==> src/rtl/hamming_pkg.sv <==
// Shared SECDED codeword layout helpers for hamming_encoder and hamming_checker.
// Combinational functions only; no state.
// Both ends derive widths and the data-bit placement from these definitions.
package hamming_pkg;

    // Codeword width for a given number of Hamming parity bits.
    function automatic int cw_w(input int p_bits);
        return 1 << p_bits;
    endfunction

    // Data width: codeword minus Hamming parity bits minus the overall parity bit.
    function automatic int d_w(input int p_bits);
        return (1 << p_bits) - p_bits - 1;
    endfunction

    // True for indices that carry a Hamming parity bit (1, 2, 4, ...).
    function automatic bit is_pow2(input int idx);
        return (idx > 0) && ((idx & (idx - 1)) == 0);
    endfunction

    // Data bit number carried at codeword index idx (valid for data-bearing indices only).
    function automatic int data_bit_of(input int idx);
        int n;
        n = 0;
        for (int i = 1; i < idx; i++) begin
            if (!is_pow2(i)) begin
                n++;
            end
        end
        return n;
    endfunction

endpackage

==> src/rtl/hamming_enc_core.sv <==
// Combinational SECDED encode: data word to clean extended-Hamming codeword.
// Latency: 0 cycles (pure combinational).
// Backpressure: none; the caller registers the result.
module hamming_enc_core
    import hamming_pkg::*;
#(
    parameter int P_BITS = 3
) (
    input  logic [d_w(P_BITS)-1:0]  data,
    output logic [cw_w(P_BITS)-1:0] code
);

    localparam int CW_W = cw_w(P_BITS);

    logic [CW_W-1:0] placed;
    logic            par;

    // Scatter data bits onto the non-parity indices, zeros elsewhere.
    for (genvar j = 0; j < CW_W; j++) begin : g_place
        if (j != 0 && !is_pow2(j)) begin : g_data
            assign placed[j] = data[data_bit_of(j)];
        end else begin : g_zero
            assign placed[j] = 1'b0;
        end
    end

    // Fill in Hamming parity bits, then the overall parity over bits 1..CW_W-1.
    always_comb begin
        code = placed;
        par  = 1'b0;
        for (int k = 0; k < P_BITS; k++) begin
            par = 1'b0;
            for (int j = 1; j < CW_W; j++) begin
                if (!is_pow2(j) && (((j >> k) & 1) == 1)) begin
                    par = par ^ placed[j];
                end
            end
            code[1 << k] = par;
        end
        code[0] = ^code[CW_W-1:1];
    end

endmodule

==> src/rtl/hamming_encoder.sv <==
// Streaming SECDED encoder with per-word error injection and an accepted-word counter.
// Latency: 1 cycle from input acceptance to out_valid.
// Backpressure: main + skid register; in_ready is registered and drops once the skid fills.
module hamming_encoder
    import hamming_pkg::*;
#(
    parameter int P_BITS = 3,
    parameter int CNT_W  = 16
) (
    input  logic                    clk,
    input  logic                    rst,
    input  logic [d_w(P_BITS)-1:0]  in_data,
    input  logic [cw_w(P_BITS)-1:0] in_mask,
    input  logic                    in_valid,
    output logic                    in_ready,
    output logic [cw_w(P_BITS)-1:0] out_code,
    output logic                    out_valid,
    input  logic                    out_ready,
    output logic [CNT_W-1:0]        word_cnt
);

    localparam int CW_W = cw_w(P_BITS);

    logic [CW_W-1:0]  clean_code;
    logic [CW_W-1:0]  new_code;
    logic             in_fire;
    logic             out_fire;

    logic [CW_W-1:0]  main_code_q, main_code_d;
    logic             main_vld_q,  main_vld_d;
    logic [CW_W-1:0]  skid_code_q, skid_code_d;
    logic             skid_vld_q,  skid_vld_d;
    logic             in_rdy_q,    in_rdy_d;
    logic [CNT_W-1:0] cnt_q,       cnt_d;

    hamming_enc_core #(
        .P_BITS (P_BITS)
    ) u_core (
        .data (in_data),
        .code (clean_code)
    );

    // Parity is taken on clean data; the mask only corrupts the transmitted word.
    assign new_code = clean_code ^ in_mask;
    assign in_fire  = in_valid && in_rdy_q;
    assign out_fire = main_vld_q && out_ready;

    // Next-state for the two-entry buffer, ready flag and counter.
    always_comb begin
        main_code_d = main_code_q;
        main_vld_d  = main_vld_q;
        skid_code_d = skid_code_q;
        skid_vld_d  = skid_vld_q;
        cnt_d       = cnt_q;

        if (out_fire) begin
            if (skid_vld_q) begin
                main_code_d = skid_code_q;
                main_vld_d  = 1'b1;
                skid_vld_d  = 1'b0;
            end else begin
                main_vld_d  = 1'b0;
            end
        end

        // in_fire implies the skid is empty, so a skid promotion and a new word never collide.
        if (in_fire) begin
            cnt_d = cnt_q + CNT_W'(1);
            if (!main_vld_q || out_fire) begin
                main_code_d = new_code;
                main_vld_d  = 1'b1;
            end else begin
                skid_code_d = new_code;
                skid_vld_d  = 1'b1;
            end
        end

        in_rdy_d = !skid_vld_d;
    end

    // Buffer, ready and counter registers; reset discards any buffered words.
    always_ff @(posedge clk or posedge rst) begin
        if (rst) begin
            main_code_q <= '0;
            main_vld_q  <= 1'b0;
            skid_code_q <= '0;
            skid_vld_q  <= 1'b0;
            in_rdy_q    <= 1'b1;
            cnt_q       <= '0;
        end else begin
            main_code_q <= main_code_d;
            main_vld_q  <= main_vld_d;
            skid_code_q <= skid_code_d;
            skid_vld_q  <= skid_vld_d;
            in_rdy_q    <= in_rdy_d;
            cnt_q       <= cnt_d;
        end
    end

    assign in_ready  = in_rdy_q;
    assign out_code  = main_code_q;
    assign out_valid = main_vld_q;
    assign word_cnt  = cnt_q;

endmodule
==> config.mk <==
export PLATFORM = sky130hd
export DESIGN_NAME = hamming_encoder
export DESIGN_NICKNAME = d
export VERILOG_FILES = /design/src/rtl/hamming_pkg.sv /design/src/rtl/hamming_enc_core.sv /design/src/rtl/hamming_encoder.sv
export SDC_FILE = /design/constraint.sdc
export NUM_CORES = 1
export LEC_CHECK = 0
export ABC_CLOCK_PERIOD_IN_PS = 1460
export CAP_MARGIN = 20
export CORE_MARGIN = 10
export CORE_UTILIZATION = 36
export DETAILED_ROUTE_END_ITERATION = 10
export PLACE_DENSITY = 0.6
export SYNTH_ARGS = -nofsm -noshare
export SYNTH_HDL_FRONTEND = slang
export SYNTH_SLANG_ARGS = --single-unit
==> constraint.sdc <==
create_clock -name clk -period 1.46 [get_ports clk]
set_input_delay 0.365 -clock clk [delete_from_list [all_inputs] [get_ports clk]]
set_output_delay 0.365 -clock clk [all_outputs]
set_load 0.03 [all_outputs]
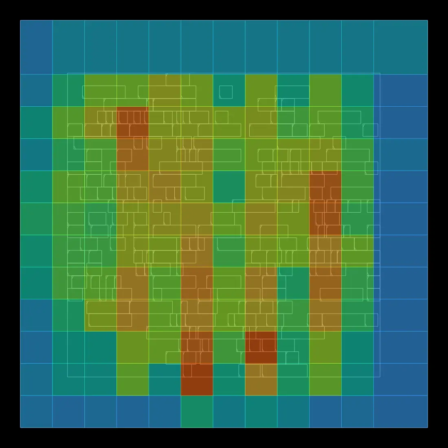
Run 1: routing congestion map
GRT busiest layer: met2
routed length per instance: 13.6 um
final design utilization: 51.7%
global router's overall resource usage: 10.2%
grt met1 use: 11.0%

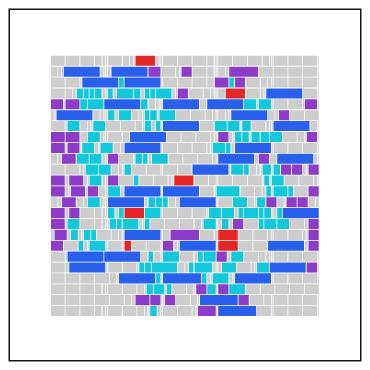
Run 1: placed cells, one colour a class
Scale: 4 px per um. Fill, decap, tap and diode cells in grey.
Key: registers = blue [cells 35]; remaining buffers and delay cells = purple [cells 53]; clock drivers and dummy loads = red [cells 7]; remaining logic cells = cyan [cells 112]
count of standard-cell rows: 24
fraction of standard cell area that is sequential: 38.8%

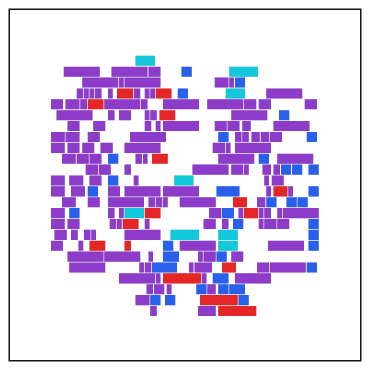
Run 1: cell sizes after repair
Scale: 4 px per um.
Key: x6 and larger = cyan [cells 8, share 3.9%]; x2 = red [cells 16, share 7.7%]; x3 and x4 = blue [cells 36, share 17%]; x1 and smaller = purple [cells 147, share 71%]
Area Growth Syn to Fin: 38.1%
Final Cell Area: 2260 sq um
PnR worst setup slack: 0.0346 ns
number of signal-net buffers in the layout: 53

==> writeup.txt, run 1 <==
The first detailed-routing pass ran for 4 iterations. The final routed DRC violation total was 0. The tools report the capturing element type of the critical path as a flip-flop.

The number of warnings reported in the stage logs is 27. Post-CTS repair ended up resizing 6 cells. The deepest clock path buffer count is 2, and the post-synthesis average cell area is 11.0 sq um. The routed design could run at a clock period as short as 1.43 ns. By instance count, the leading cell after synthesis is dfrtp_1. The cell area power density was 1770 nW/um^2. For reference, the top cells by area after synthesis are dfrtp_1 (52%), xnor2_1 (12%), mux2_2 (5.5%), nand2_1 (4.3%), xor2_1 (3.2%). Number of global-route vias before repair: 1368. Per the power-grid run, VDD falls by no more than 910 uV.

The residual antenna-violating net count after detailed routing was 0. After detailed placement, the total cell area comes to 2170 sq um. The uppermost layer routed is met4.

For the Yosys warning count, the log shows 0. The routed wire length is 3520 um, and the number of H-tree levels is 2. The total count of hold-check failures in the final report is 0, and the aoi/oai-family share of the synthesized area is 5.80%. The run gives 0 for the final-report max-slew violation count. The most used flip-flop cell after synthesis was dfrtp_1. The first global-routing pass estimated 6350 um of wire. The routability congestion estimate from global placement was 0.797. The startpoint-to-endpoint class of the critical path is primary input to flip-flop. The die boundary height was 87.5 um.

At the end of the flow, the number of nets in the layout was 224. The leakage component of the power was reported as 1.04 nW. Top-area cell type share of the netlist area: 51.9%. The layout summary lists the proportion of cells stronger than drive strength 1 as 29.0%. Worst hold path class: primary input to async pin.

For this configuration, the core starts out at a cell density of 37.4%. The flow ran to the end, and the final reports show no timing, DRC or antenna violations. For the number of antenna diodes, the log shows 0. The logs give 0.00509 ns for the post-route clock skew and 0 for the total congestion overflow. Among all stages on the critical path, the maximum delay recorded is 0.49 ns. The chip occupies 7660 sq um.

The core region is 4380 sq um. The tools report the root buffer cell as clkbuf_8. Fraction of synthesis flops using an asynchronous set or reset pin: 100%. Summed over all nets, wire length on met2 after detailed routing comes to 1630 um.

The report puts the hold buffer count at CTS at 0. Share of the clock period used by the worst path: 97.6%. For this run, global-route usage on met2 was measured as 16.7%. The critical path goes through clkdlybuf4s50_1 > and2b_1 > nand2_1 > buf_4 > o21ai_0.

Yosys stat counts 149 cells in the synthesized netlist.
[run 1: state kept, by name, indices dropped and copies added, names as in the netlist]
signal	flops
skid_code_q	8
skid_vld_q	1
word_cnt	16
in_ready	1
out_code	8
out_valid	1
[run 1: final cells by class]
type | count | area [sq um]
flip-flops and latches | 35 | 880
repair buffers | 53 | 470
clock buffers | 6 | 82.6
fillers | 393 | 2120
inverters | 3 | 11.3
multi-input cells | 109 | 751
clock inverters | 1 | 5.00
well taps | 52 | 65.1
[run 1: power breakdown]
part / switching, W / internal (W) / total (W)
registers: 0.000284 / 0.00132 / 0.00161
logic: 0.000974 / 0.000727 / 0.00170
clock network: 0.000332 / 0.000370 / 0.000701
total: 0.00159 / 0.00242 / 0.00401
[run 1: cells in the final DEF, fill, tap and decap left out, types with 2 or more instances in the layout]
cell type,n
mux2_2,8
dfrtp_2,2
and2_1,2
dfrtp_1,32
clkdlybuf4s50_1,14
nor2_1,11
o21ai_0,9
nor3_2,2
dlygate4sd2_1,6
inv_1,3
buf_4,30
xor2_1,6
nand2_1,19
a21oi_1,10
clkbuf_8,6
nand4_1,3
xnor2_1,23
nand3_1,5
buf_12,2
[run 1: worst paths after layout]
kind                                               start                          to  slack, ns  depth (start not counted)
worst min register to register  word_cnt[15]$_DFFE_PP0P_    word_cnt[15]$_DFFE_PP0P_       0.46                          1
worst max-delay path                           out_ready  skid_code_q[7]$_DFFE_PP0P_       0.03                          5
max in group asynchronous                            rst          in_ready$_DFF_PP1_       0.79                          3
worst min-delay path                                 rst       out_code[4]$_DFF_PP0_       0.42                          3
min in group clk                word_cnt[15]$_DFFE_PP0P_    word_cnt[15]$_DFFE_PP0P_       0.46                          1
worst max register to register        in_ready$_DFF_PP1_    word_cnt[14]$_DFFE_PP0P_       0.09                          4
==> run 2: changes to the inputs <==
CAP_MARGIN = default   (was 20)
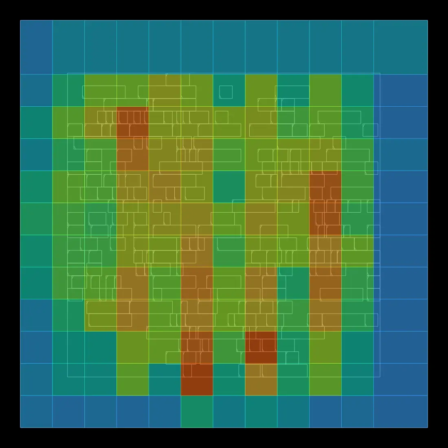
Run 2: routing congestion map
met3 usage: 5.34%
met2 Use GR: 16.7%

==> run 2 against run 1 <==
Non-clock buffer count did not move. Flip-flop count did not move. First-iteration DRC count did not move. Worst setup slack unchanged. Sequential share of layout area unchanged. Area after synthesis stayed put. Maximum frequency unchanged. Global-route usage unchanged. Combinational power barely moved. Total power stayed put. Critical endpoint unchanged.
==> writeup.txt, run 2 <==
The run finished with clean final reports. The run gives 40.1% (about the same) as the part of the total power dissipated in sequential elements. The tools report the fraction of the core area occupied by cells at floorplan as 37.4% (unchanged). With the relative contribution of the clock network to total power at 17.5% (about the same), the peak ir drop on the vdd network is 910 uV (unchanged).

The post-layout minimum cycle time came out at 1.43 ns (unchanged). The run gives 0.00161 W (about the same) as the sequential power. The signed area change from the synthesized netlist to the final layout came out at 38.1% (unchanged). The launch instance of the worst register-to-register path was in_ready$_DFF_PP1_. In this run the top signal layer used is met4.

The die boundary height came out at 87.5 um (unchanged). In the layout the commonest cells are dfrtp_1 (32), buf_4 (30), xnor2_1 (23). The switching part of the total power works out to 39.7% (unchanged). The logs give 3520 um (unchanged) for the routed wire length and 0 (unchanged) for the final-report max-slew violation count. With the number of antenna diodes at 0 (unchanged), the first-pass GRT wire length is 6350 um (unchanged). The run gives 149 (unchanged) for the total cells reported by yosys after synthesis. The critical path goes through clkdlybuf4s50_1 > and2b_1 > nand2_1 > buf_4 > o21ai_0. Yosys warning count: 0 (unchanged). The tools report the total congestion overflow as 0 (unchanged).

Share of post-route cells with drive strength above 1: 29.0% (unchanged). The setup path with the least slack is of type primary input to flip-flop. The clock distribution power came out at 0.000701 W (about the same). Most crowded layer after global routing: met2.

The number of warnings in the stage logs is 27 (unchanged), and the net load switching power is 0.00159 W (unchanged). Sorting the synthesized cells by area gives the leading types as dfrtp_1 (52%), xnor2_1 (12%), mux2_2 (5.5%), nand2_1 (4.3%), xor2_1 (3.2%). The tools report the combinational group power as 0.00170 W (about the same).

The top-area cell type share of the netlist area is 51.9% (unchanged). The post-synthesis average cell area is 11.0 sq um (unchanged). The run gives 0 (unchanged) for the final routed DRC violation total. The cell area power density is 1770 nW/um^2 (unchanged).

The dominant cell by count in the synthesized netlist is dfrtp_1. With the iteration count of the initial detailed-routing pass at 4 (unchanged), the core region area is 4380 sq um (unchanged). The floorplan die area is 7660 sq um (unchanged), and the met2 wire length is 1630 um (unchanged). The number of cells upsized or downsized after cts was 6 (unchanged); the routability congestion estimate from global placement was 0.797 (unchanged).
run 2: cell counts in the layout (fill, tap and decap cells not counted):
No cell type changed its count.
run 2: cell families after synthesis:
logic type / after synthesis / share of synthesized area (%)
simple gates: 52 / 17.5
flops: 35 / 53.5
xor+xnor: 29 / 15.5
compound gates: 19 / 5.80
mux: 8 / 5.49
buf+inv: 5 / 1.45
fa+ha+maj: 1 / 0.763
run 2: through the flow:
stage | setup slack, ns | TNS (ns) | hold WS (ns) | instance area [sq um] | cells
after floorplan | 0.00167 | 0 | 0.446 | 1650 | 149
after global placement | -0.264 | -5.68 | 0.458 | 2170 | 252
after detailed placement | -0.301 | -6.68 | 0.470 | 2170 | 252
after global routing | -0.0167 | -0.0458 | 0.478 | 2260 | 259
after CTS | 0.0142 | 0 | 0.415 | 2250 | 259
final | 0.0346 | 0 | 0.421 | 2260 | 259
run 2: worst register-to-register path, delay by kind of cell, from the launching register on:
family | cells | cell delay [ns]
xor+xnor | 1 | 0.14
flops | 1 | 0.57
simple gates | 3 | 0.55
run 2: final cells by class:
| type | count | area [sq um] |
|---|---|---|
| well taps | 52 | 65.1 |
| fillers | 393 | 2120 |
| multi-input cells | 109 | 751 |
| repair buffers | 53 | 470 |
| clock buffers | 6 | 82.6 |
| flip-flops and latches | 35 | 880 |
| clock inverters | 1 | 5.00 |
| inverters | 3 | 11.3 |
run 2: worst paths after layout:
path	end	depth (start not counted)
hold reg to reg	word_cnt[15]$_DFFE_PP0P_	1
min in group clk	word_cnt[15]$_DFFE_PP0P_	1
setup reg to reg	word_cnt[14]$_DFFE_PP0P_	4
hold / removal	out_code[4]$_DFF_PP0_	3
setup / recovery	skid_code_q[7]$_DFFE_PP0P_	5
max in group asynchronous	in_ready$_DFF_PP1_	3
Power and IR drop assume default switching activity.
